--- src/rtl/mul_pkg.sv ---
// Shared definitions for the two-requester multiply scheduler: state
// encoding, datapath width, flag bit positions and latency limits.
package mul_pkg;

    typedef enum logic [1:0] {
        ST_IDLE = 2'd0,
        ST_BUSY = 2'd1,
        ST_DONE = 2'd2
    } state_e;

    localparam int MUL_W = 32;

    // Bit positions of the packed {n, z, c, v} flag register.
    localparam int FLAG_N = 3;
    localparam int FLAG_Z = 2;
    localparam int FLAG_C = 1;
    localparam int FLAG_V = 0;

    localparam int LAT_MIN = 1;
    localparam int LAT_MAX = 15;
    localparam int CNT_W   = 4;

    function automatic bit lat_legal(input int lat);
        return (lat >= LAT_MIN) && (lat <= LAT_MAX);
    endfunction

endpackage

--- src/rtl/rr_arb2.sv ---
// Two-way round-robin arbiter: a lone valid requester always wins, a tie
// is broken by ptr_i. The pointer itself is owned by the caller.
module rr_arb2 (
    input  logic [1:0] valid_i,
    input  logic       ptr_i,
    input  logic       enable_i,
    output logic [1:0] grant_o,
    output logic       idx_o
);

    always_comb begin
        grant_o = 2'b00;
        if (enable_i) begin
            if (valid_i == 2'b11) begin
                grant_o = ptr_i ? 2'b10 : 2'b01;
            end else begin
                grant_o = valid_i;
            end
        end
    end

    assign idx_o = grant_o[1];

endmodule

--- src/rtl/mul_sched.sv ---
// Shares one 32x32 signed multiplier between two requesters; one operation
// in flight, result and NZCV flags returned over a valid/ready channel.
module mul_sched
    import mul_pkg::*;
#(
    parameter int LATENCY = 2,
    parameter int TAG_W   = 4
) (
    input  logic             clk,
    input  logic             rst_n,
    input  logic             flush,
    input  logic             req0_valid,
    output logic             req0_ready,
    input  logic [31:0]      req0_a,
    input  logic [31:0]      req0_b,
    input  logic [TAG_W-1:0] req0_tag,
    input  logic             req1_valid,
    output logic             req1_ready,
    input  logic [31:0]      req1_a,
    input  logic [31:0]      req1_b,
    input  logic [TAG_W-1:0] req1_tag,
    output logic             rsp_valid,
    input  logic             rsp_ready,
    output logic             rsp_id,
    output logic [TAG_W-1:0] rsp_tag,
    output logic [31:0]      rsp_result,
    output logic             n,
    output logic             z,
    output logic             c,
    output logic             v,
    output logic             busy
);

    // Handshakes: a request transfers on the edge where its valid and ready
    // are both high; ready is only ever raised in IDLE for the arbitration
    // winner. A response transfers when rsp_valid and rsp_ready are both high.
    localparam logic [CNT_W-1:0] LAT_LOAD =
        lat_legal(LATENCY) ? CNT_W'(LATENCY) : CNT_W'(LAT_MAX);

    state_e             state_q, state_d;
    logic               rr_ptr_q, rr_ptr_d;
    logic [CNT_W-1:0]   cnt_q, cnt_d;
    logic [MUL_W-1:0]   a_q, b_q;
    logic [TAG_W-1:0]   op_tag_q;
    logic               op_id_q;
    logic               rsp_id_q;
    logic [TAG_W-1:0]   rsp_tag_q;
    logic [MUL_W-1:0]   rsp_result_q;
    logic [3:0]         flags_q;

    logic [1:0]         grant;
    logic               gnt_idx;
    logic               load_op;
    logic               load_rsp;
    logic [2*MUL_W-1:0] prod;
    logic [3:0]         flags_d;

    rr_arb2 u_arb (
        .valid_i  ({req1_valid, req0_valid}),
        .ptr_i    (rr_ptr_q),
        .enable_i ((state_q == ST_IDLE) && !flush),
        .grant_o  (grant),
        .idx_o    (gnt_idx)
    );

    assign req0_ready = grant[0];
    assign req1_ready = grant[1];

    always_comb begin
        state_d  = state_q;
        rr_ptr_d = rr_ptr_q;
        cnt_d    = cnt_q;
        load_op  = 1'b0;
        load_rsp = 1'b0;
        case (state_q)
            ST_IDLE: begin
                if (|grant) begin
                    load_op  = 1'b1;
                    rr_ptr_d = ~gnt_idx;
                    cnt_d    = LAT_LOAD;
                    state_d  = ST_BUSY;
                end
            end
            ST_BUSY: begin
                if (flush) begin
                    cnt_d   = '0;
                    state_d = ST_IDLE;
                end else if (cnt_q == CNT_W'(1)) begin
                    cnt_d    = '0;
                    load_rsp = 1'b1;
                    state_d  = ST_DONE;
                end else begin
                    cnt_d = cnt_q - CNT_W'(1);
                end
            end
            ST_DONE: begin
                if (flush || rsp_ready) begin
                    state_d = ST_IDLE;
                end
            end
            default: state_d = ST_IDLE;
        endcase
    end

    always_ff @(posedge clk or negedge rst_n) begin
        if (!rst_n) begin
            state_q  <= ST_IDLE;
            rr_ptr_q <= 1'b0;
            cnt_q    <= '0;
        end else begin
            state_q  <= state_d;
            rr_ptr_q <= rr_ptr_d;
            cnt_q    <= cnt_d;
        end
    end

    // Overflow: the upper half must be a pure sign extension of bit 31.
    assign prod = $signed(a_q) * $signed(b_q);

    always_comb begin
        flags_d         = 4'b0000;
        flags_d[FLAG_N] = prod[MUL_W-1];
        flags_d[FLAG_Z] = (prod[MUL_W-1:0] == '0);
        flags_d[FLAG_C] = 1'b0;
        flags_d[FLAG_V] = (prod[2*MUL_W-1:MUL_W] != {MUL_W{prod[MUL_W-1]}});
    end

    always_ff @(posedge clk or negedge rst_n) begin
        if (!rst_n) begin
            a_q          <= '0;
            b_q          <= '0;
            op_tag_q     <= '0;
            op_id_q      <= 1'b0;
            rsp_id_q     <= 1'b0;
            rsp_tag_q    <= '0;
            rsp_result_q <= '0;
            flags_q      <= 4'b0000;
        end else begin
            if (load_op) begin
                a_q      <= gnt_idx ? req1_a : req0_a;
                b_q      <= gnt_idx ? req1_b : req0_b;
                op_tag_q <= gnt_idx ? req1_tag : req0_tag;
                op_id_q  <= gnt_idx;
            end
            if (load_rsp) begin
                rsp_id_q     <= op_id_q;
                rsp_tag_q    <= op_tag_q;
                rsp_result_q <= prod[MUL_W-1:0];
                flags_q      <= flags_d;
            end
        end
    end

    assign rsp_valid  = (state_q == ST_DONE);
    assign busy       = (state_q != ST_IDLE);
    assign rsp_id     = rsp_id_q;
    assign rsp_tag    = rsp_tag_q;
    assign rsp_result = rsp_result_q;
    assign n          = flags_q[FLAG_N];
    assign z          = flags_q[FLAG_Z];
    assign c          = flags_q[FLAG_C];
    assign v          = flags_q[FLAG_V];

endmodule

--- config.mk ---
export PLATFORM = sky130hd
export DESIGN_NAME = mul_sched
export DESIGN_NICKNAME = d
export VERILOG_FILES = /design/src/rtl/mul_pkg.sv /design/src/rtl/rr_arb2.sv /design/src/rtl/mul_sched.sv
export SDC_FILE = /design/constraint.sdc
export NUM_CORES = 2
export LEC_CHECK = 0
export ABC_AREA = 1
export CAP_MARGIN = 20
export CORE_UTILIZATION = 70
export CTS_BUF_LIST = sky130_fd_sc_hd__clkbuf_8
export CTS_CLUSTER_DIAMETER = 80
export CTS_CLUSTER_SIZE = 28
export DETAILED_ROUTE_END_ITERATION = 10
export PLACE_DENSITY_LB_ADDON = 0.25
export REMOVE_ABC_BUFFERS = 1
export SYNTH_ARGS = -nofsm -noshare
export SYNTH_HDL_FRONTEND = slang
export SYNTH_SLANG_ARGS = --single-unit
--- constraint.sdc ---
create_clock -name clk -period 13.52 [get_ports clk]
set_clock_uncertainty 0.05 [all_clocks]
set_input_delay 2.704 -clock clk [delete_from_list [all_inputs] [get_ports clk]]
set_output_delay 2.704 -clock clk [all_outputs]
set_load 0.05 [all_outputs]
==> CHANGELOG.md <==
### Changed

- Worst-path fanout max: 33
- Commonest cells post-synth: nand2_1 (1894), inv_1 (1464), fa_1 (1082)
- Crit path from: a_q[31]
- TritonCTS clock tree: done
- Outcome: finished clean
- Largest cells by area: fa_1 (50%), nand2_1 (16%), inv_1 (13%)
- Dominant cell area share: 0.497
- Total wire length: 131000 um
- Reg2reg start: a_q[31]
- Vias in the first global route: 40100
- Most frequent logic cell in the layout: nand2_1
- # Cells Yosys: 5579
- Placed cell area: 46000 sq um
- Die Y: 252 um
- WHS: 0.440 ns
- DIE WIDTH: 252 um
- Fin crit period: 9.00 ns
- Hold_buf cts: 0
- Gr usage total: 0.442
- Fin util: 0.754
- Post-synth EDFFs: 0
- Port Buffers: 185
- Floorplan core density: 0.708
- Worst reg-to-reg path cell count: 34
- Grt total ovfl: 0
- Critical path startpoint category: register
- DR iter-0 viols: 3015
- N_taps: 837
- Crit-path slowest cell: fa_1
- XORs/XNORs by Area: 0.00663
- Flop share of the area: 0.0621
- Final Hold Fails: 0
- Simple Share, Synth: 0.208
- Chip Area, Yosys: 43600 sq um
- Logic Gate Count: 3719
- Cell count after placement: 6404
- Fraction of layout cells with a size suffix above 1: 0.0288
- CP Class: reg -> reg
- Final #Nets: 6996
- Most frequent cells in the layout: nand2_1 (1894), inv_1 (1463), fa_1 (1082), ha_1 (186), clkdlybuf4s50_1 (184)
- Number of max-cap violations: 0
- WL met2: 62100 um
- Clock-cell share of area: 0.00873
- Longest Clk Path Bufs: 2
- Met3 usage: 0.118
- FF-to-FF setup slack: 4.52 ns
- Inverters: 1476
- Synthesized area: 43600 sq um
- GR Layer Usage met2: 0.719
- I/O pin count: 187
- FFs & Latches: 115
- Largest net degree at the start of global routing: 71
- Antenna Nets Post-Route: 0
- Relative slew slack: 0.365
- Reg clk slew, reported paths: 0.12 ns
- Die ar.: 63300 sq um
- Fill count: 4397
- Met3 Wirelength: 14100 um
- Commonest flop: dfrtp_1
- Adder Share, Synth: 0.550
- Max Fclk: 111 MHz
- Register Area: 2880 sq um
- Mean Syn Cell Area: 7.82 sq um
- Hold path depth: 2
- WP buf/inv: 7
- Sink Count: 115
- Tally of OpenROAD warnings: 26
- Async SR Flop Fraction: 1.00
- Area leader, netlist: fa_1
- CTS-repair resized insts: 0
- Estimated wirelength of the detail-placed design: 107000 um
- Final setup fails: 0
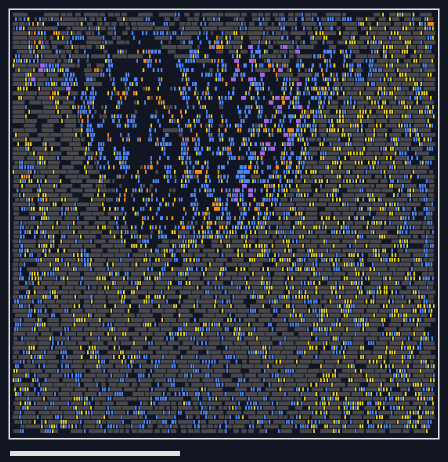
*Selected gate families*
The bar under the picture is 100 um long.
[blue] nand cells | cells: 2120 | most used: nand2_1 | where: spread over the die
[yellow] inv cells | cells: 1476 | most used: inv_1 | where: spread over the die
[purple] xor and xnor cells | cells: 33 | most used: xnor2_1
[orange] nor cells | cells: 156 | most used: nor2_1

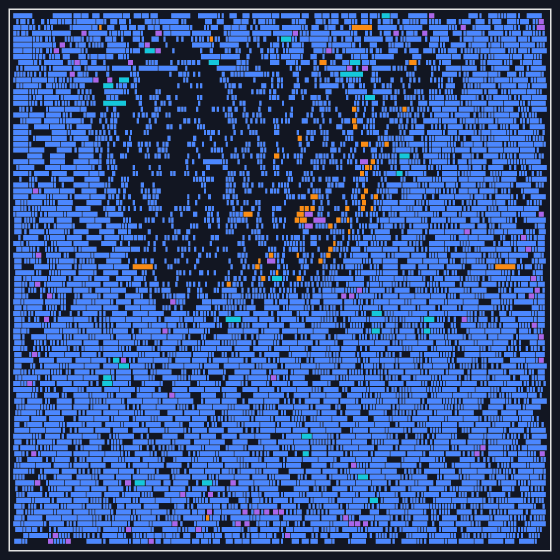
*Drive-strength map*
[purple] x3 and x4 | cells: 82
[blue] x1 and smaller | cells: 5438
[cyan] x6 and larger | cells: 28
[orange] x2 | cells: 51
Non-clk bufs: 257
synthesis-to-finish area growth: 6.49%
PnR worst setup slack: 4.52 ns
design area: 46400 sq um

